`config.mk`:
```
export PLATFORM = sky130hd
export DESIGN_NAME = response_packetizer
export DESIGN_NICKNAME = d
export VERILOG_FILES = /design/src/rtl/response_packetizer.sv
export SDC_FILE = /design/constraint.sdc
export NUM_CORES = 1
export LEC_CHECK = 0
export ABC_AREA = 1
export CAP_MARGIN = 10
export CORE_MARGIN = 2
export CORE_UTILIZATION = 54
export CTS_BUF_LIST = sky130_fd_sc_hd__clkbuf_16
export CTS_CLUSTER_SIZE = 30
export DETAILED_ROUTE_END_ITERATION = 7
export GPL_ROUTABILITY_DRIVEN = 0
export PLACE_DENSITY = 0.92
export SYNTH_ARGS = -nofsm -noshare
export SYNTH_HDL_FRONTEND = slang
export SYNTH_SLANG_ARGS = --single-unit
```
`constraint.sdc`:
```
create_clock -name clk -period 1.7 [get_ports clk]
set_input_delay 0.51 -clock clk [delete_from_list [all_inputs] [get_ports clk]]
set_output_delay 0.51 -clock clk [all_outputs]
set_load 0.05 [all_outputs]
```
`src/rtl/response_packetizer.sv`:
```
// Serialises one frame of PUF response words into UART bytes:
// header, every word MSB byte first, then an XOR checksum of the word bytes.
module response_packetizer #(
  parameter int unsigned RESPONSE_BITS = 32,
  parameter int unsigned DATA_BITS     = 8,
  parameter int unsigned NUM_WORDS     = 1280,
  parameter logic [7:0]  RESPONSE_ID   = 8'b10101010
) (
  input  logic                     clk,
  input  logic                     reset,
  input  logic                     start,
  input  logic                     fifo_empty,
  input  logic [RESPONSE_BITS-1:0] fifo_dout,
  output logic                     fifo_rd_en,
  input  logic                     tx_busy,
  output logic                     tx_enable,
  output logic [DATA_BITS-1:0]     tx_data,
  output logic                     busy,
  output logic                     done
);

  localparam int unsigned BYTES = RESPONSE_BITS / DATA_BITS;
  localparam int unsigned IDX_W = (BYTES > 1) ? $clog2(BYTES) : 1;
  localparam int unsigned CNT_W = $clog2(NUM_WORDS + 1);

  typedef enum logic [2:0] {
    IDLE, SEND, WAIT_HI, WAIT_LO, FETCH, CAPTURE, NEXT, DONE
  } state_t;

  typedef enum logic [1:0] {
    BYTE_HDR, BYTE_WORD, BYTE_SUM
  } kind_t;

  state_t                   state, state_nxt;
  kind_t                    kind, kind_nxt;
  logic [RESPONSE_BITS-1:0] word_reg, word_nxt;
  logic [IDX_W-1:0]         idx, idx_nxt;
  logic [CNT_W-1:0]         cnt, cnt_nxt;
  logic [DATA_BITS-1:0]     sum, sum_nxt, data_nxt;
  logic [DATA_BITS-1:0]     word_top, fifo_top;

  // The word register shifts left, so the next byte to send is always on top.
  assign word_top = word_reg[RESPONSE_BITS-1 -: DATA_BITS];
  assign fifo_top = fifo_dout[RESPONSE_BITS-1 -: DATA_BITS];

  always_ff @(posedge clk) begin
    if (reset) begin
      state    <= IDLE;
      kind     <= BYTE_HDR;
      word_reg <= '0;
      idx      <= '0;
      cnt      <= '0;
      sum      <= '0;
      tx_data  <= '0;
    end else begin
      state    <= state_nxt;
      kind     <= kind_nxt;
      word_reg <= word_nxt;
      idx      <= idx_nxt;
      cnt      <= cnt_nxt;
      sum      <= sum_nxt;
      tx_data  <= data_nxt;
    end
  end

  always_comb begin
    state_nxt  = state;
    kind_nxt   = kind;
    word_nxt   = word_reg;
    idx_nxt    = idx;
    cnt_nxt    = cnt;
    sum_nxt    = sum;
    data_nxt   = tx_data;
    fifo_rd_en = 1'b0;
    tx_enable  = 1'b0;
    busy       = 1'b1;
    done       = 1'b0;
    case (state)
      IDLE: begin
        busy = 1'b0;
        if (start) begin
          state_nxt = SEND;
          kind_nxt  = BYTE_HDR;
          data_nxt  = DATA_BITS'(RESPONSE_ID);
          cnt_nxt   = '0;
          idx_nxt   = '0;
          sum_nxt   = '0;
        end
      end
      SEND: begin
        if (!tx_busy) begin
          tx_enable = 1'b1;
          state_nxt = WAIT_HI;
        end
      end
      WAIT_HI: if (tx_busy)  state_nxt = WAIT_LO;
      WAIT_LO: if (!tx_busy) state_nxt = NEXT;
      FETCH: begin
        if (!fifo_empty) begin
          fifo_rd_en = 1'b1;
          state_nxt  = CAPTURE;
        end
      end
      CAPTURE: begin
        word_nxt  = fifo_dout << DATA_BITS;
        data_nxt  = fifo_top;
        sum_nxt   = sum ^ fifo_top;
        idx_nxt   = '0;
        cnt_nxt   = cnt + 1'b1;
        kind_nxt  = BYTE_WORD;
        state_nxt = SEND;
      end
      NEXT: begin
        if (kind == BYTE_SUM) begin
          state_nxt = DONE;
        end else if (kind == BYTE_HDR || idx == IDX_W'(BYTES - 1)) begin
          if (cnt < CNT_W'(NUM_WORDS)) begin
            state_nxt = FETCH;
          end else begin
            kind_nxt  = BYTE_SUM;
            data_nxt  = sum;
            state_nxt = SEND;
          end
        end else begin
          idx_nxt   = idx + 1'b1;
          data_nxt  = word_top;
          word_nxt  = word_reg << DATA_BITS;
          sum_nxt   = sum ^ word_top;
          state_nxt = SEND;
        end
      end
      DONE: begin
        busy      = 1'b0;
        done      = 1'b1;
        state_nxt = IDLE;
      end
      default: state_nxt = IDLE;
    endcase
  end

endmodule

```
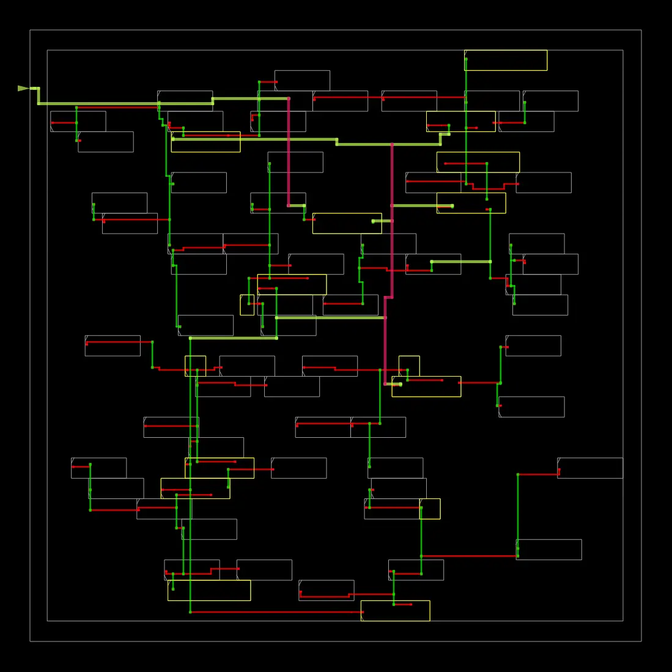
Figure 1: run 1, clock wiring as the flow saved it.
cts bufs inserted: 9
Flops: 58
Clock Latency Late Sink: 0.33 ns

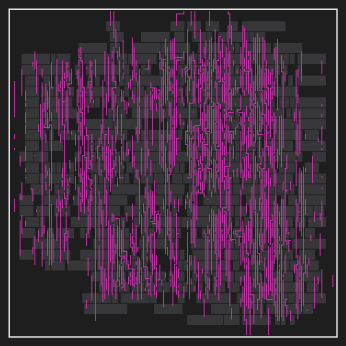
Figure 2: run 1, the metal 2 layer.
Scale: 4 px per µm.
The longest straight run is 38.4 µm. The layer holds 51% of the routed length. The wires run mostly vertical. The layer carries 4260 µm of wire.

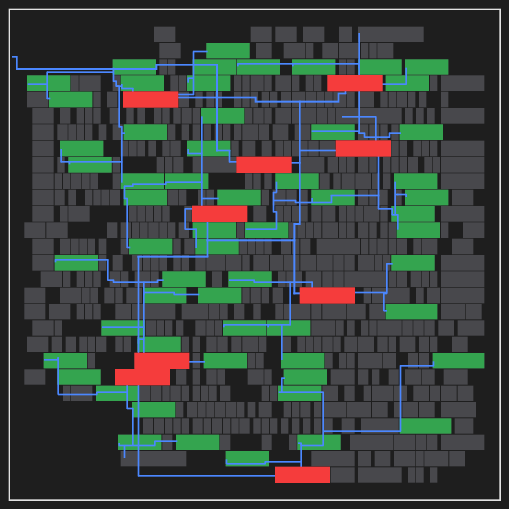
Figure 3: run 1, routed clock nets over the placement.
Scale: 6 px per µm.
Blue stands for clock wires, length 767 µm. Green stands for flip-flops, count 58. Red stands for clock drivers, count 9.
Position of the flops: spread over the die.

==> results.sh, run 1 <==
# implementation run metrics
export IMPL_endpoint_kind="output pin"
export IMPL_logic_gate_count=383
export IMPL_maxSlewHeadroom=0.791
export IMPL_cts_sinks=58
export IMPL_worstHoldEndpoint="word_reg[13]"
export IMPL_dieHeight_um=81.6
export IMPL_post_cts_setup_buffer_count=8
export IMPL_layout_top_cells="nand2_1, nor2_1, dfxtp_1, nand3_1, clkdlybuf4s50_1"
export IMPL_hp_class="reg2reg"
export IMPL_dp_hpwl_mm=5.26
export IMPL_fin_setup_tns_ns=-0.0540
export IMPL_cp_data_arrival_time_ns=1.22
export IMPL_p_leak_nw=1.90
export IMPL_fin_ws_ns=-0.0297
export IMPL_hold_ws_ns=0.461
export IMPL_r2r_slack_ns=0.07
export IMPL_h_tree_depth=3
export IMPL_drive_above_1_share=0.180
export IMPL_nFillCells=395
export IMPL_reg2reg_from="state[0]"
export IMPL_critical_path_startpoint_type="flip-flop"
export IMPL_io_pins=49
export IMPL_cp_slowest_stage_delay_ns=0.38
export IMPL_crit_chain="nor2_4 > nand2_2 > inv_2 > nor2_2 > buf_12"
export IMPL_clkSlewWorstSetupHoldPaths_ns=0.05
export IMPL_p_sw_frac=0.327
export IMPL_postPlaceCellArea_um2=3970
export IMPL_seq_power_mw=1.66
export IMPL_cp_slowest_cell="dfxtp_4"
export IMPL_buffers=79
export IMPL_path_max_fanout=5
export IMPL_setup_viol=2
export IMPL_clk_root_buffer_cell="clkbuf_16"
export IMPL_syn_area_per_cell_um2=6.59
export IMPL_reg2reg_to="tx_data[5]"
export IMPL_initial_core_util=0.555
export IMPL_pwr_share_comb=0.323
export IMPL_fin_skew_ns=0.00539
export IMPL_n_all_inverters=31
export IMPL_cts_repair_resized=14
export IMPL_drv_slew=0
export IMPL_area_delta_synth_final_pct=37.2
export IMPL_num_vias=3471
export IMPL_antennaDiodeCount=0
export IMPL_p_int_mw=3.71
export IMPL_remaining_drc_errors=0
export IMPL_worstHoldStart="word_reg[13]"
export IMPL_comb_cell_share=0.415
export IMPL_ys_ff=58
export IMPL_sh_seq_area=0.263
export IMPL_fmax_ghz=0.578
export IMPL_clkCellAreaFrac=0.0769
export IMPL_overflow=0
export IMPL_vias_per_cell=5.41
export IMPL_rr_worst_depth=8
export IMPL_antenna_left=0
export IMPL_total_power_mw=5.52
export IMPL_logic_area_um2=1850
export IMPL_final_nets=601
export IMPL_rows=28
export IMPL_status="complete, but fails checks"
export IMPL_place_ws_ns=-0.165
export IMPL_largest_reg_flops=24
export IMPL_wire_per_inst_um=13.0
export IMPL_ff_latch_area_um2=1170
export IMPL_grt_max_degree=32
export IMPL_coreArea_um2=5850
export IMPL_antenna_found_initial=0
export IMPL_die_w_um=81.6
export IMPL_ys_seq_frac=0.357
export IMPL_area_leaders="dfxtp_1, nand2_1, nor2_1, nand3_1, o21ai_0"
export IMPL_rsz0062_at_grt="yes"
export IMPL_warnings=29
export IMPL_critPathRequiredTime_ns=1.19
export IMPL_postLayoutCellArea_um2=4460
export IMPL_p_seq_frac=0.301
export IMPL_synth_most_common_cell="nand2_1"
export IMPL_violations="negative setup slack"
export IMPL_syn_area_um2=3250
export IMPL_hold_violations=0
export IMPL_synthCells=493
export IMPL_clock_path_buffers=2
export IMPL_power_density_nw_per_um2=1240
export IMPL_wl_mm=8.33
export IMPL_yosysUniqueCellTypes=29
export IMPL_worst_slew_pin_transition_ns=0.311
export IMPL_clockBufferCount=9
export IMPL_synth_edff_count=0
export IMPL_cts_tree="done"
export IMPL_ys_area_um2=3250
export IMPL_ys_async_sr_fraction=0
export IMPL_power_leader="clock"
export IMPL_taps=75
==> run 1: per-layer routing <==
metal  vias up  global-route usage  routed length [µm]
met1      1590               0.303                3380
li1       1714                   -                   -
met5         -                   0                   0
met4         0              0.0933                 137
met2       144               0.480                4260
met3        23              0.0714                 543
==> run 1: kinds of logic after synthesis <==
| group | share of synthesized area |
|---|---|
| AND/OR/NAND/NOR | 0.435 |
| buffers and inverters | 0.0889 |
| AND-OR/OR-AND | 0.111 |
| flip-flops | 0.357 |
| adder cells (fa/ha/maj) | 0.00770 |
==> run 1: stage by stage <==
step	utilization	std cells
6_report	0.762	642
5_1_grt	0.762	642
4_1_cts	0.750	634
3_5_place_dp	0.679	611
3_3_place_gp	0.679	611
2_1_floorplan	-	493
==> inputs of run 2 (changes only) <==
--- a/config.mk
+++ b/config.mk
@@ -14,6 +14,7 @@
 export DETAILED_ROUTE_END_ITERATION = 7
 export GPL_ROUTABILITY_DRIVEN = 0
 export PLACE_DENSITY = 0.92
+export SLEW_MARGIN = 20
 export SYNTH_ARGS = -nofsm -noshare
 export SYNTH_HDL_FRONTEND = slang
 export SYNTH_SLANG_ARGS = --single-unit
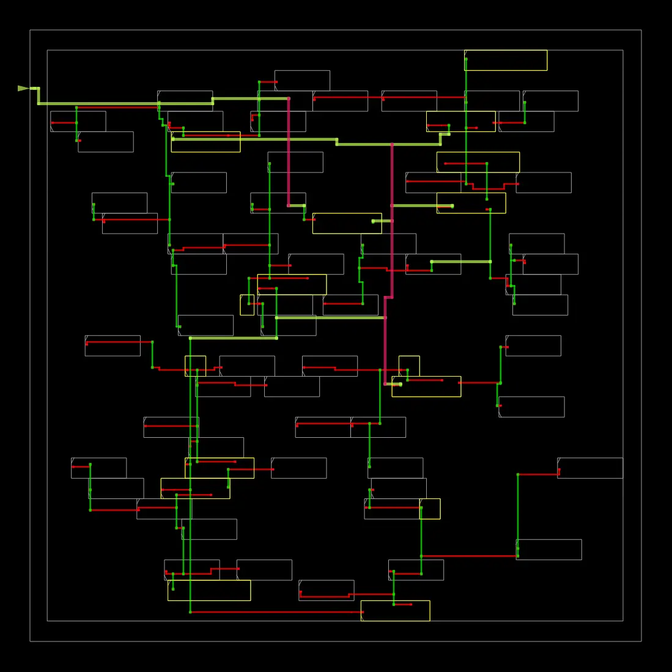
Figure 4: run 2, clock wiring as the flow saved it.
clock buf count: 9
P_clk: 2.07 mW
Clock Sinks: 58
Clock Skew: 0.00539 ns

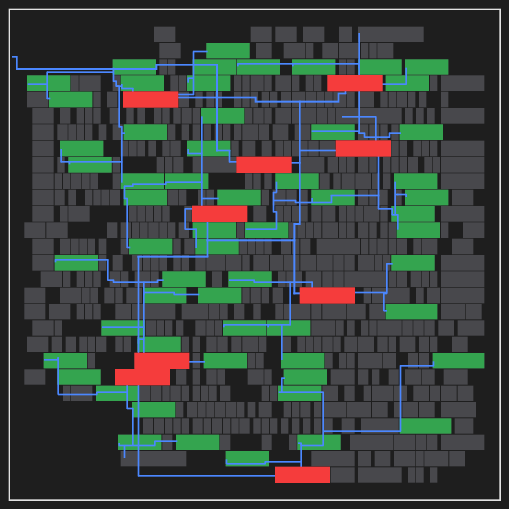
Figure 5: run 2, routed clock nets over the placement.
Scale: 6 px per µm.
Blue stands for clock wires, length 767 µm. Red stands for clock drivers, count 9. Green stands for flip-flops, count 58.
There are 10 routed clock nets.

==> run 2 against run 1 <==
Compared with the run above:
- the run still ends with negative setup slack left
- critical endpoint unchanged
- first-iteration DRC count unchanged
- final cell count unchanged
- wire length unchanged
- clock power about the same
- critical path depth unchanged
- worst hold slack unchanged
- synthesized area unchanged
==> results.sh, run 2 <==
# implementation run metrics
export IMPL_clock_path_buffers=2
export IMPL_pwr_share_comb=0.323
export IMPL_fmax_ghz=0.578
export IMPL_ys_ff=58
export IMPL_die_w_um=81.6
export IMPL_grt_max_degree=32
export IMPL_h_tree_depth=3
export IMPL_synth_adder_area_share=0.00770
export IMPL_clk_root_buffer_cell="clkbuf_16"
export IMPL_vias_per_cell=5.41
export IMPL_antenna_left=0
export IMPL_p_sw_frac=0.327
export IMPL_synth_comb_largest_family="simple AND/OR/NAND/NOR gates"
export IMPL_dp_hpwl_mm=5.26
export IMPL_yosysUniqueCellTypes=29
export IMPL_crit_chain="nor2_4 > nand2_2 > inv_2 > nor2_2 > buf_12"
export IMPL_ff_count=58
export IMPL_cts_tree="done"
export IMPL_stdcell_count=642
export IMPL_num_vias=3471
export IMPL_antennaDiodeCount=0
export IMPL_p_int_mw=3.71
export IMPL_reg2reg_from="state[0]"
export IMPL_use_met1=0.303
export IMPL_remaining_drc_errors=0
export IMPL_area_leaders="dfxtp_1, nand2_1, nor2_1, nand3_1, o21ai_0"
export IMPL_fin_setup_tns_ns=-0.0540
export IMPL_clkSlewWorstSetupHoldPaths_ns=0.05
export IMPL_critical_path_startpoint_type="flip-flop"
export IMPL_post_route_util=0.762
export IMPL_sh_seq_area=0.263
export IMPL_postPlaceCellArea_um2=3970
export IMPL_setup_viol=2
export IMPL_logic_area_um2=1850
export IMPL_wl_mm=8.33
export IMPL_postLayoutCellArea_um2=4460
export IMPL_cp_slowest_stage_delay_ns=0.38
export IMPL_critPathRequiredTime_ns=1.19
export IMPL_path_max_fanout=5
export IMPL_fin_ws_ns=-0.0297
export IMPL_wl_met3_um=543
export IMPL_endpoint_kind="output pin"
export IMPL_synth_edff_count=0
export IMPL_wl_met1_mm=3.38
export IMPL_drv_slew=0
export IMPL_worstHoldStart="word_reg[13]"
export IMPL_dr_wl_met2_mm=4.26
export IMPL_reg2reg_to="tx_data[5]"
export IMPL_ff_latch_area_um2=1170
export IMPL_power_density_nw_per_um2=1240
export IMPL_wire_per_inst_um=13.0
export IMPL_violations="negative setup slack"
export IMPL_io_pins=49
export IMPL_synthCells=493
export IMPL_p_seq_frac=0.301
export IMPL_mux_share=0
export IMPL_worst_slew_pin_transition_ns=0.311
export IMPL_hold_violations=0
export IMPL_syn_area_um2=3250
export IMPL_status="complete, but fails checks"
export IMPL_layout_top_cells="nand2_1, nor2_1, dfxtp_1, nand3_1, clkdlybuf4s50_1"
export IMPL_cts_buffers_inserted=9
export IMPL_cts_repair_resized=14
export IMPL_coreArea_um2=5850
export IMPL_rr_worst_depth=8
export IMPL_worstHoldEndpoint="word_reg[13]"
export IMPL_drive_above_1_share=0.180
export IMPL_taps=75
export IMPL_warnings=29
export IMPL_use_met3=0.0714
export IMPL_cp_data_arrival_time_ns=1.22
-- run 2: cell counts after synthesis --
No cell type changed its count.
-- run 2: power by group through the flow --
stage | registers [mW] | clock network [mW] | logic [mW]
2_1_floorplan | 1.71 | 0 | 0.994
3_3_place_gp | 1.65 | 0 | 1.46
3_5_place_dp | 1.67 | 0 | 1.51
4_1_cts | 1.65 | 2.09 | 1.58
5_1_grt | 1.68 | 2.16 | 1.93
6_report | 1.66 | 2.07 | 1.78
-- run 2: worst register-to-register path, cell delays in order (launching register included) --
cell	delay, ns
dfxtp_4	0.41
buf_4	0.19
nand3_4	0.17
nand3_2	0.14
nand2_4	0.12
nor2_4	0.18
nand2_1	0.12
nor2_1	0.14
nor2_1	0.05
==> inputs of run 3 (changes only) <==
--- a/config.mk
+++ b/config.mk
@@ -7,6 +7,7 @@
 export LEC_CHECK = 0
 export ABC_AREA = 1
 export CAP_MARGIN = 10
+export CORE_ASPECT_RATIO = 1.1
 export CORE_MARGIN = 2
 export CORE_UTILIZATION = 54
 export CTS_BUF_LIST = sky130_fd_sc_hd__clkbuf_16
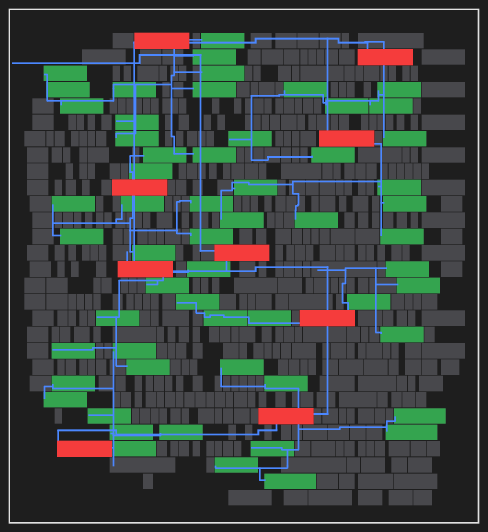
Figure 6: run 3, routed clock nets over the placement.
Scale: 6 px per µm.
Blue stands for clock wires, length 824 µm. Green stands for flip-flops, count 58. Red stands for clock drivers, count 9.
There are 10 routed clock nets. Position of the flops: spread over the die.

==> run 3 against run 2 <==
Compared with the run above:
- the flow still finishes with violations (negative setup slack)
- combinational power grew 4%
- sequential share of layout area down 0.73 points
- design area up 2.9%
- clock-buffer cell count unchanged
- via count rose by 6.3%
- global-route usage rose by 0.66 points
- clock skew fell by 0.0014 ns
- critical path type unchanged
- largest power group unchanged
==> results.sh, run 3 <==
# implementation run metrics
export IMPL_io_pins=49
export IMPL_nFillCells=372
export IMPL_remaining_drc_errors=0
export IMPL_cap_viol_max_count=0
export IMPL_p_seq_frac=0.290
export IMPL_ys_async_sr_fraction=0
export IMPL_die_w_um=78.0
export IMPL_status="complete, but fails checks"
export IMPL_setup_viol=3
export IMPL_buffer_area_frac=0.210
export IMPL_grt_max_degree=40
export IMPL_warnings=29
export IMPL_pwr_share_comb=0.321
export IMPL_place_ws_ns=-0.165
export IMPL_aoi_share=0.111
export IMPL_clockBufferCount=9
export IMPL_h_tree_depth=3
export IMPL_antennaDiodeCount=0
export IMPL_critical_path_startpoint_type="flip-flop"
export IMPL_hold_violations=0
export IMPL_clkCellAreaFrac=0.0800
export IMPL_total_power_mw=5.78
export IMPL_final_nets=608
export IMPL_synth_top_cell_area_share=0.357
export IMPL_wl_met1_mm=3.44
export IMPL_clkSlewWorstSetupHoldPaths_ns=0.05
export IMPL_portBuffers=48
export IMPL_simple_gate_share=0.435
export IMPL_vias_per_cell=5.67
export IMPL_p_sw_frac=0.326
export IMPL_postLayoutCellArea_um2=4580
export IMPL_antenna_left=0
export IMPL_drive_above_1_share=0.190
export IMPL_dr_pass1_iters=8
export IMPL_r2r_slack_ns=0.02
export IMPL_endpoint_kind="output pin"
export IMPL_clock_path_buffers=2
export IMPL_rows=29
export IMPL_syn_area_um2=3250
export IMPL_mux_share=0
export IMPL_wl_mm=9.52
export IMPL_dr_wl_met2_mm=4.80
export IMPL_largest_class="combinational gates"
export IMPL_grt_pass1_vias=3369
export IMPL_coreArea_um2=5810
export IMPL_wl_met3_um=844
export IMPL_reg2reg_to="sum[0]"
export IMPL_path_max_fanout=5
export IMPL_yosys_area_share_xor_xnor=0
export IMPL_post_cts_setup_buffer_count=8
export IMPL_ys_area_um2=3250
export IMPL_postPlaceCellArea_um2=3970
export IMPL_layout_min_cycle_time_ns=1.72
export IMPL_worstHoldEndpoint="word_reg[9]"
export IMPL_synthCells=493
export IMPL_worst_slew_pin_transition_ns=0.310
export IMPL_track_usage=0.273
export IMPL_antenna_found_initial=0
export IMPL_cts_tree="done"
export IMPL_ff_count=58
export IMPL_worstHoldStart="word_reg[9]"
export IMPL_rr_worst_depth=11
export IMPL_sh_seq_area=0.256
export IMPL_clk_root_buffer_cell="clkbuf_16"
export IMPL_fin_setup_tns_ns=-0.0420
export IMPL_area_leaders="dfxtp_1, nand2_1, nor2_1, nand3_1, o21ai_0"
export IMPL_cts_hold_buffers=0
export IMPL_layout_top_cells="nand2_1, nor2_1, dfxtp_1, nand3_1, clkdlybuf4s50_1"
export IMPL_logic_area_um2=1860
export IMPL_seq_power_mw=1.68
export IMPL_synth_comb_largest_family="simple AND/OR/NAND/NOR gates"
export IMPL_p_int_mw=3.90
export IMPL_fin_ws_ns=-0.0184
export IMPL_critPathRequiredTime_ns=1.19
export IMPL_yosysUniqueCellTypes=29
export IMPL_post_route_util=0.790
export IMPL_stdcell_count=651
export IMPL_cts_sinks=58
export IMPL_wire_per_inst_um=14.6
export IMPL_synth_edff_count=0
export IMPL_cts_repair_resized=19
export IMPL_overflow=0
export IMPL_ff_latch_area_um2=1170
export IMPL_drv_slew=0
export IMPL_dieHeight_um=85.4
export IMPL_initial_core_util=0.560
export IMPL_ys_ff=58
export IMPL_grt_pass1_wl_mm=14.4
export IMPL_comb_cell_share=0.407
export IMPL_num_vias=3690
export IMPL_synth_adder_area_share=0.00770
export IMPL_reg2reg_from="state[0]"
export IMPL_hold_ws_ns=0.461
export IMPL_synth_warning_count=0
export IMPL_cp_data_arrival_time_ns=1.21
export IMPL_taps=77
export IMPL_fmax_ghz=0.582
export IMPL_power_leader="clock"
export IMPL_pg_comb_mw=1.86
export IMPL_power_density_nw_per_um2=1260
export IMPL_dp_hpwl_mm=5.40
export IMPL_layout_top_cell="nand2_1"
export IMPL_cts_buffers_inserted=9
export IMPL_violations="negative setup slack"
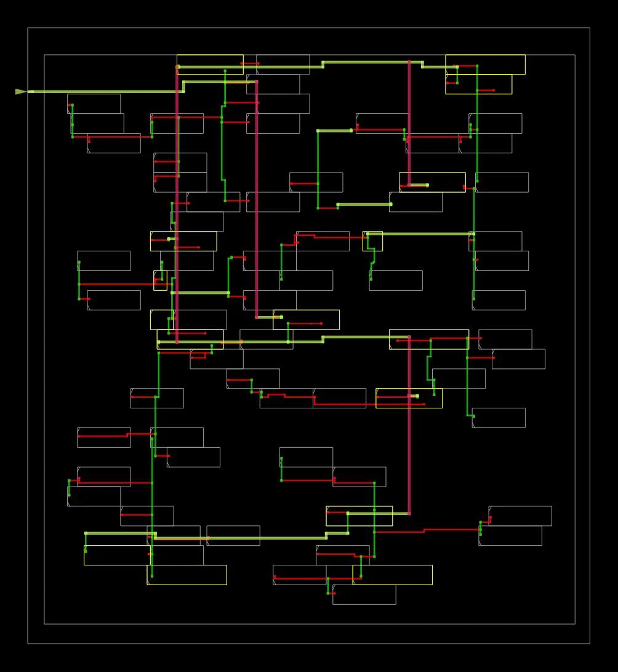
Figure 7: run 3, clock wiring as the flow saved it.
Clock Skew: 0.00399 ns
P_clk: 2.25 mW
Clock Latency Late Sink: 0.34 ns

run 3: cell families (layout without fill, tap and decap cells):
| logic type | count (synthesis) | after routing |
|---|---|---|
| buf+inv | 53 | 133 |
| flops | 58 | 58 |
| simple gates | 312 | 313 |
| fa+ha+maj | 2 | 2 |
| compound gates | 68 | 68 |
run 3: per-layer routing:
| layer | global-route usage | vias up |
|---|---|---|
| met5 | 0 | - |
| met1 | 0.292 | 1682 |
| met2 | 0.497 | 222 |
| li1 | - | 1729 |
| met3 | 0.0596 | 57 |
| met4 | 0.150 | 0 |
run 3: worst max-delay path, cell delays in order (launching register included):
cell,delay [ns]
dfxtp_4,0.38
nor2_4,0.15
nand2_2,0.08
inv_2,0.08
nor2_4,0.04
buf_12,0.14
No activity file was given, so power comes from the tool's default toggle rates.
